run_1/pdn.png
Drawn at 3 px/um. Pins as bars on the die edge.
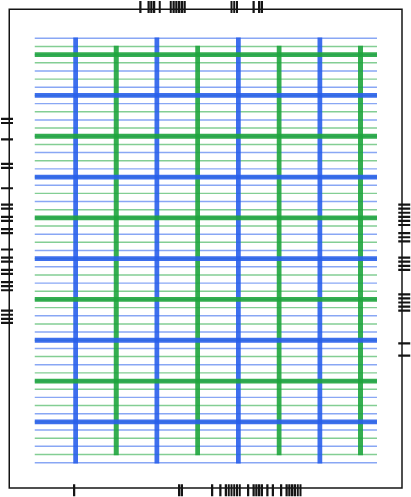
run_1/zoom.png
Window x 40 to 90, y 86 to 136 um. Cells in grey, sequential cells in the stronger grey; small squares are vias.
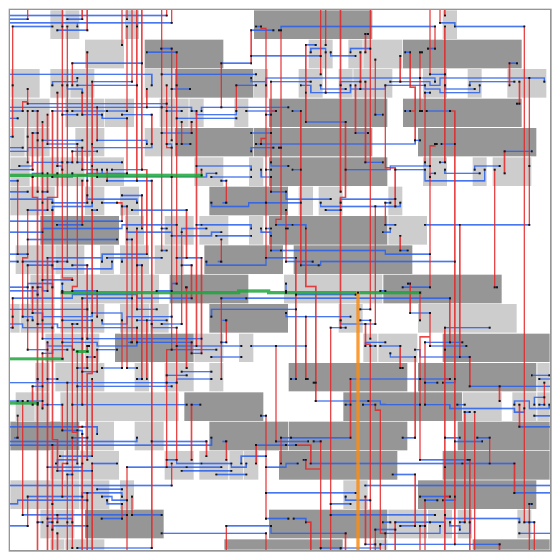
run_1/wire_density.png
Drawn at 2 px/um. 26 x 32 tiles, from dark purple (low) to yellow (high), scaled to the fullest tile. Values are wire area over tile area, all layers added.
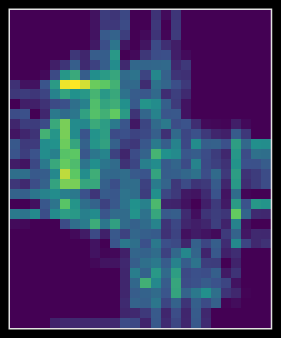
[config.mk]
export PLATFORM = sky130hd
export DESIGN_NAME = fetch_unit
export DESIGN_NICKNAME = d
export VERILOG_FILES = /design/src/rtl/fetch_unit.sv
export SDC_FILE = /design/constraint.sdc
export NUM_CORES = 1
export LEC_CHECK = 0
export ABC_AREA = 0
export CAP_MARGIN = 15
export CORE_ASPECT_RATIO = 1.25
export CORE_MARGIN = 8
export CORE_UTILIZATION = 30
export CTS_CLUSTER_SIZE = 10
export DETAILED_ROUTE_END_ITERATION = 6
export PLACE_DENSITY = 0.61
export SLEW_MARGIN = 20
export SYNTH_ARGS = -nofsm -noshare
export SYNTH_HDL_FRONTEND = slang
export SYNTH_SLANG_ARGS = --single-unit
[constraint.sdc]
create_clock -name clk -period 3.2 [get_ports clk]
set_input_delay 0.64 -clock clk [delete_from_list [all_inputs] [get_ports clk]]
set_output_delay 0.64 -clock clk [all_outputs]
set_load 0.02 [all_outputs]
[src/rtl/fetch_unit.sv]
// fetch_unit: instruction fetch stage in front of a synchronous memory with a
// one-cycle registered read. Issues sequential read addresses, absorbs the
// read latency and hands words to decode over a valid/ready handshake, with a
// 2-entry skid buffer and branch/jump redirect that flushes stale words.
//
// Ports:
//   clk, rst          clock; synchronous active-high reset
//   mem_re/mem_raddr  memory read request (combinational)
//   mem_rdata         memory read data, valid the cycle after mem_re=1
//   insn_valid/insn_data/insn_pc/insn_ready  handshake towards decode
//   redirect/redirect_pc                     restart fetch at a new address
module fetch_unit #(
  parameter int                AWIDTH   = 16,
  parameter int                DWIDTH   = 16,
  parameter logic [AWIDTH-1:0] RESET_PC = '0
) (
  input  logic              clk,
  input  logic              rst,
  output logic              mem_re,
  output logic [AWIDTH-1:0] mem_raddr,
  input  logic [DWIDTH-1:0] mem_rdata,
  output logic              insn_valid,
  output logic [DWIDTH-1:0] insn_data,
  output logic [AWIDTH-1:0] insn_pc,
  input  logic              insn_ready,
  input  logic              redirect,
  input  logic [AWIDTH-1:0] redirect_pc
);

  logic [AWIDTH-1:0] pc_reg;
  logic              inflight_reg;
  logic [AWIDTH-1:0] inflight_pc_reg;
  logic [1:0]        count_reg;
  logic              head_reg;
  logic              tail_reg;

  logic [DWIDTH-1:0] buf_data [2];
  logic [AWIDTH-1:0] buf_pc   [2];

  logic       transfer;
  logic       bypass;
  logic       push;
  logic       pop;
  logic [1:0] occupancy;
  logic       issue;

  // Output selection: buffer head first, otherwise the word returning from
  // memory this cycle is passed straight through.
  always_comb begin
    insn_valid = 1'b0;
    insn_data  = '0;
    insn_pc    = '0;
    if (!rst && !redirect) begin
      if (count_reg != 2'd0) begin
        insn_valid = 1'b1;
        insn_data  = buf_data[head_reg];
        insn_pc    = buf_pc[head_reg];
      end else if (inflight_reg) begin
        insn_valid = 1'b1;
        insn_data  = mem_rdata;
        insn_pc    = inflight_pc_reg;
      end
    end
  end

  assign transfer = insn_valid && insn_ready;
  assign bypass   = transfer && (count_reg == 2'd0);
  assign pop      = transfer && (count_reg != 2'd0);
  // A returning word not consumed directly must be captured now: memory data
  // is only guaranteed for this one cycle. On redirect it is stale and dropped.
  assign push     = inflight_reg && !bypass && !redirect;

  // Words that will be held next cycle if nothing new is issued. Keeping this
  // below 2 before issuing guarantees the buffer can never overflow.
  assign occupancy = count_reg + {1'b0, inflight_reg} - {1'b0, transfer};
  assign issue     = (occupancy < 2'd2);

  assign mem_re    = !rst && (redirect || issue);
  assign mem_raddr = rst ? RESET_PC : (redirect ? redirect_pc : pc_reg);

  always_ff @(posedge clk) begin
    if (rst) begin
      pc_reg          <= RESET_PC;
      inflight_reg    <= 1'b0;
      inflight_pc_reg <= '0;
      count_reg       <= 2'd0;
      head_reg        <= 1'b0;
      tail_reg        <= 1'b0;
    end else if (redirect) begin
      pc_reg          <= redirect_pc + AWIDTH'(1);
      inflight_reg    <= 1'b1;
      inflight_pc_reg <= redirect_pc;
      count_reg       <= 2'd0;
      head_reg        <= 1'b0;
      tail_reg        <= 1'b0;
    end else begin
      assert (!(push && !pop && count_reg == 2'd2))
        else $error("fetch_unit: skid buffer overflow");
      if (push) tail_reg <= ~tail_reg;
      if (pop)  head_reg <= ~head_reg;
      count_reg <= count_reg + {1'b0, push} - {1'b0, pop};
      if (issue) begin
        pc_reg          <= pc_reg + AWIDTH'(1);
        inflight_reg    <= 1'b1;
        inflight_pc_reg <= pc_reg;
      end else begin
        inflight_reg <= 1'b0;
      end
    end
  end

  // Skid buffer storage: plain data registers, no reset needed since count
  // gates every read.
  for (genvar gi = 0; gi < 2; gi++) begin : g_entry
    always_ff @(posedge clk) begin
      if (push && (tail_reg == 1'(gi))) begin
        buf_data[gi] <= mem_rdata;
        buf_pc[gi]   <= inflight_pc_reg;
      end
    end
  end

endmodule

==> qor.yml, run 1 <==
drc: 0
ys_seq_frac: 0.546
preCtsSetupSlack_ps: -527
design.portCount: 86
rows: 52
hold_path.startpoint: "pc_reg[11]"
crit_cells: 8
setup_ws_ps: 300
syn_area_per_cell_um2: 10.4
period_needed_ps: 2900
top_usage_layer: "met2"
area.combinational_mm2: 0.00207
setup_repair_after_global_routing_missed_its_margin: "false"
synth_top_area_share: 0.391
cts_sink_count: 102
warning_count: 28
grt_antenna_before_repair: 0
nFillCells: 1632
power_switching_w: 0.000730
yosys-top-cells-count: "110 x nor2_1, 64 x edfxtp_1, 46 x mux2i_1, 38 x dfxtp_1, 36 x a31oi_1"
leakage_nw: 2.41
number_of_buffers_created_by_cts: 9
pg_seq_w: 0.00150
power-per-cell-area_mw_per_mm2: 454
clock_skew_ps: 6.36
placed_cells_incl_taps: 783
non_clock_buffer_area_share: 0.189
comb_cell_power_w: 0.000435
dr.pass1.iters: 4
worst-r2r-cell-count: 11
crit_path_from: "insn_ready"
detailed_place.area_mm2: 0.00627
finalMaxSlewViolations: 0
layout_cell_share_with_drive_strength_beyond_1: 0.142
worst_setup_path_start_kind: "input pin"
path_max_fanout: 2
result_of_the_run: "completed"
mux_frac_synth: 0.0961
mappedNetlistArea_mm2: 0.00491
highest_routing_layer_actually_used: "met4"
synth.ff_latch_count: 102
worst_hold_path_type: "flop to flop"
grtUsageMet1: 0.147
Notes on pdn.png above:
| net | colour |
|---|---|
| VSS | blue |
| VDD | green |
met1 rails: 53
met4 straps: 8

Notes on zoom.png above:
| layer | colour |
|---|---|
| met2 | red |
| met4 | orange |
| met3 | green |
| met1 | blue |
netlist names of flops here include: buf_pc (20), inflight_pc_reg (10), pc_reg (3)
most frequent: nor2_1 (26), edfxtp_1 (20), dfxtp_1 (13)
sequential cells in the window: 33
cells with their middle in the window: 133

Notes on wire_density.png above:
nearly empty tiles: 35%
emptiest ninth of the die: north-east
fullest tile: 0.49

run_1/final_placement.png
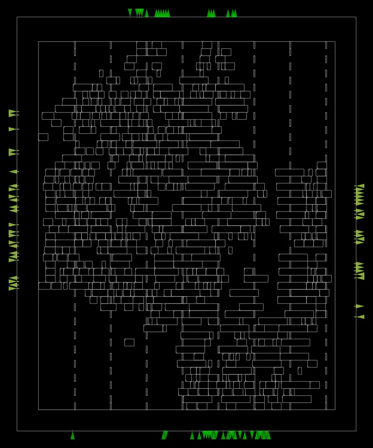

==> run 1 -> run 2 <==
CORE_UTILIZATION = 48   (was 30)
PLACE_DENSITY = 0.86   (was 0.61)
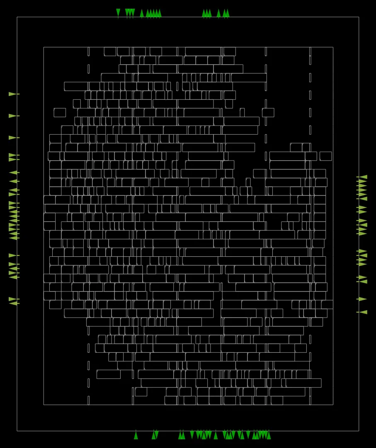
run_2/final_placement.png
Layout Cells excl Fill: 711
final core occ: 0.642
fraction of standard cell area that is sequential: 0.416
flop count: 102
row count: 41

==> run 2 against run 1 <==
Against the previous run:
- sequential share of layout area increased by 0.85 points
- sequential power about the same
- final area decreased by 2.0%
- count of clock-buffer cells in the layout increased by 1
- synthesized area unchanged
- worst hold slack improved by 11 ps
- first-iteration DRC count increased by 33%
==> qor.yml, run 2 <==
worst_hold_path_type: "flop to flop"
postSynth.topFlopCell: "edfxtp_1"
mux_frac_synth: 0.0961
result_of_the_run: "completed"
route.met2.wl_um: 6170
placed_cells_incl_taps: 695
power_switching_w: 0.000765
drc: 0
ys_seq_frac: 0.546
warning_count: 28
detailed_place.area_mm2: 0.00614
synth_top_area_share: 0.391
syn_area_per_cell_um2: 10.4
yosys-top-cells-count: "110 x nor2_1, 64 x edfxtp_1, 46 x mux2i_1, 38 x dfxtp_1, 36 x a31oi_1"
preCtsSetupSlack_ps: -486
synth.ff_latch_count: 102
area.combinational_mm2: 0.00206
mappedNetlistArea_mm2: 0.00491
report.final.setup_viol: 0
design.portCount: 86
leakage_nw: 2.40
power-per-cell-area_mw_per_mm2: 462
path_max_fanout: 21
internal-power_w: 0.00222
pg_seq_w: 0.00150
clock_skew_ps: 6.73
depth_of_the_cts_h_tree: 3
number_of_buffers_created_by_cts: 9
grt_antenna_before_repair: 0
worst_setup_path_start_kind: "flop"
highest_routing_layer_actually_used: "met4"
non_clock_buffer_area_share: 0.191
setup_ws_ps: 268
whs_ps: 478
period_needed_ps: 2930
hold_path.startpoint: "inflight_pc_reg[7]"
layout_cell_share_with_drive_strength_beyond_1: 0.143
finalMaxSlewViolations: 0
setup_repair_after_global_routing_missed_its_margin: "false"
dr.pass1.iters: 5
top_usage_layer: "met2"
worst-r2r-cell-count: 11
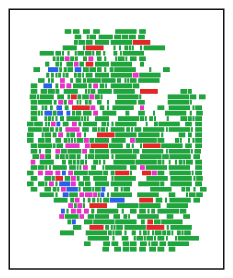
run_2/drive_strength.png
Drawn at 2 px/um.
| size | colour | cells | share |
|---|---|---|---|
| drive 6 and up | red | 17 | 2.9% |
| drive 3 to 4 | magenta | 49 | 8.4% |
| drive 1 or less | green | 499 | 86% |
| drive 2 | blue | 17 | 2.9% |

Power figures rest on the tool's default switching activity, not on a simulated workload.
